==> images/placement_by_type.png <==
The bar under the picture is 50 um long. Fill, decap, tap and diode cells in grey.
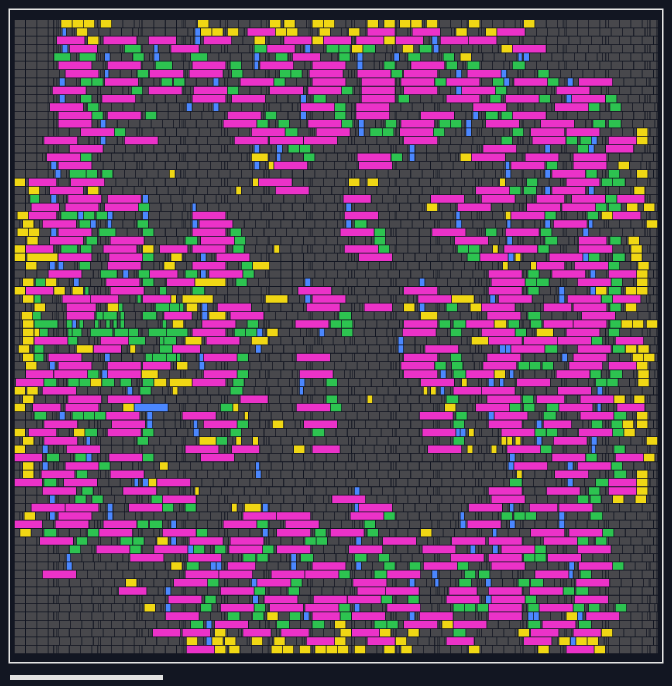
==> images/clk_routes.png <==
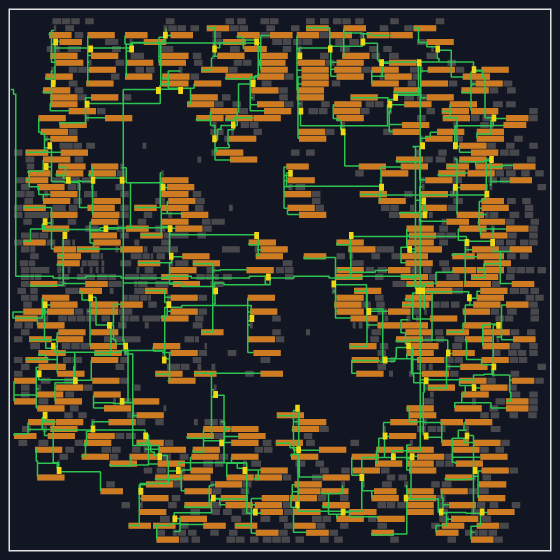
==> images/placement.png <==
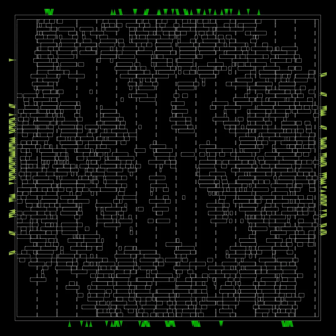
Design any1_decode_queue, sky130hd; sources not shown.
==> impl_metrics.ini <==
; physical design summary
[pwr]
power_leader = sequential cells
p_int_mw = 3.53
p_leak_nw = 7.76
seq-power_mw = 2.69
cellPowerDensity_mw_per_mm2 = 247
pg_comb_uw = 529
vdd_ir_drop_max_mv = 0.148
finalPower_mw = 4.76
power_switching_mw = 1.24
sw_frac_of_total = 0.259
comb_power_share = 0.111

[layout]
fin_nets = 1186
final_cell_mix = edfxtp_1 (316), mux2i_1 (237), clkdlybuf4s50_1 (171), clkbuf_2 (147), dfrtp_1 (87)
lay_top_count = edfxtp_1
largest_reg_flops = 316

[synth]
ys_sh_simple = 0.00855
ys_seq_share = 0.755
ys_seq_elements = 405
syn_inst = 798
ys_sh_adder = 0.00532
top_cell_area_share = 0.612
synthMuxAreaShare = 0.213
yosysUniqueCellTypes = 27
ys_sh_xor = 0.00452
synth.avg_cell_area_sq_um = 19.4
async_flop_share = 0.220
ys_chip_area_sq_mm = 0.0155
synthTopLogicFamily = multiplexers

[worst_setup_path]
worstPathArrival_ps = 2170
cp_slowest_cell = clkdlybuf4s50_1
max_stage_delay_ps = 600
crit_chain = clkdlybuf4s50_1
crit_family = buffers and inverters
startpoint_type = flop
worst-path-stages = 1
critPathBufInv = 1
crit_fanout = 3

[cts]
post_cts_buffers = 0
cts_buffer_depth = 3
ctsResizeCount = 0
holdBufCountCts = 1
cts_root_buf = clkbuf_2
cts_tree = yes
htree_levels = 3

[final_timing]
timing.final.ws_setup_ps = 4130
worstMarginPinSlew_ps = 999
finalSetupViolCount = 0
fin_crit_sh = 0.409
fin_worst_skew_ps = 41.7
slew_headroom = 0.331
rsz0062_at_grt = no

[global_route]
use_met3 = 0.0486
grt_most_used_layer = met2
met1_usage = 0.185
overflow = 0
grt_usage = 0.150

[die]
die_h_um = 213
ioPinCount = 172
die_w_um = 213

[route]
routed_wl_um = 32700
ant_nets = 0
drt_iter0_drc = 299
detail_route.wl_per_cell_um = 18.5

[placement]
place_area_sq_mm = 0.0183
dp.final_hpwl_um = 19700
gp_routability_congestion = 0.701

[status]
outcome = complete, no violations

[min_path]
min_path_type = in -> reg

[job]
maxCapViolCount = 0
warnings = 26
About placement_by_type.png:
colour	class	cells
magenta	sequential cells	405
green	combinational and other logic	358
yellow	remaining buffers and delay cells	226
blue	clock drivers and dummy loads	189
fin util: 0.445
flop share of the area: 0.608
CORE AREA: 0.0434 sq mm

About clk_routes.png:
[yellow] clock drivers | count: 102
[orange] flip-flops | count: 405
[green] clock wires | length: 5560 um
routed clock nets	103
clock share of power: 0.325
worst skew pair latency: 1030 ps
clock distribution power: 1.55 mW

About placement.png:
fill cell count: 3943
row count: 76
Final Non-Filler Cells: 1766
tapcells inserted: 585

==> per-stage QoR <==
stage	hold slack, ps	setup TNS, ps	utilization	std cells
final	334	0	0.445	1766
after global routing	213	0	0.445	1764
after CTS	156	0	0.444	1763
after detailed placement	454	0	0.423	1573
after global placement	461	-412510	0.414	1554
after floorplan	562	0	-	798
==> layout make-up <==
class	instances	area, sq um	area share
Clock buffer	147	736	0.0382
Multi-Input combinational cell	352	3620	0.188
Timing Repair Buffer	191	2060	0.107
Clock inverter	42	195	0.0101
Tap cell	585	732	0.0380
Sequential cell	405	11700	0.608
Antenna cell	3	7.51	0.000389
Inverter	6	27.5	0.00143
Buffer	35	183	0.00947
==> layer usage <==
layer	vias to the layer above	wire length, um
met5	-	8
met4	2	618
met3	48	2110
met2	224	15900
met1	3984	14100
li1	3747	-
Power is estimated from default activity; no workload was simulated.
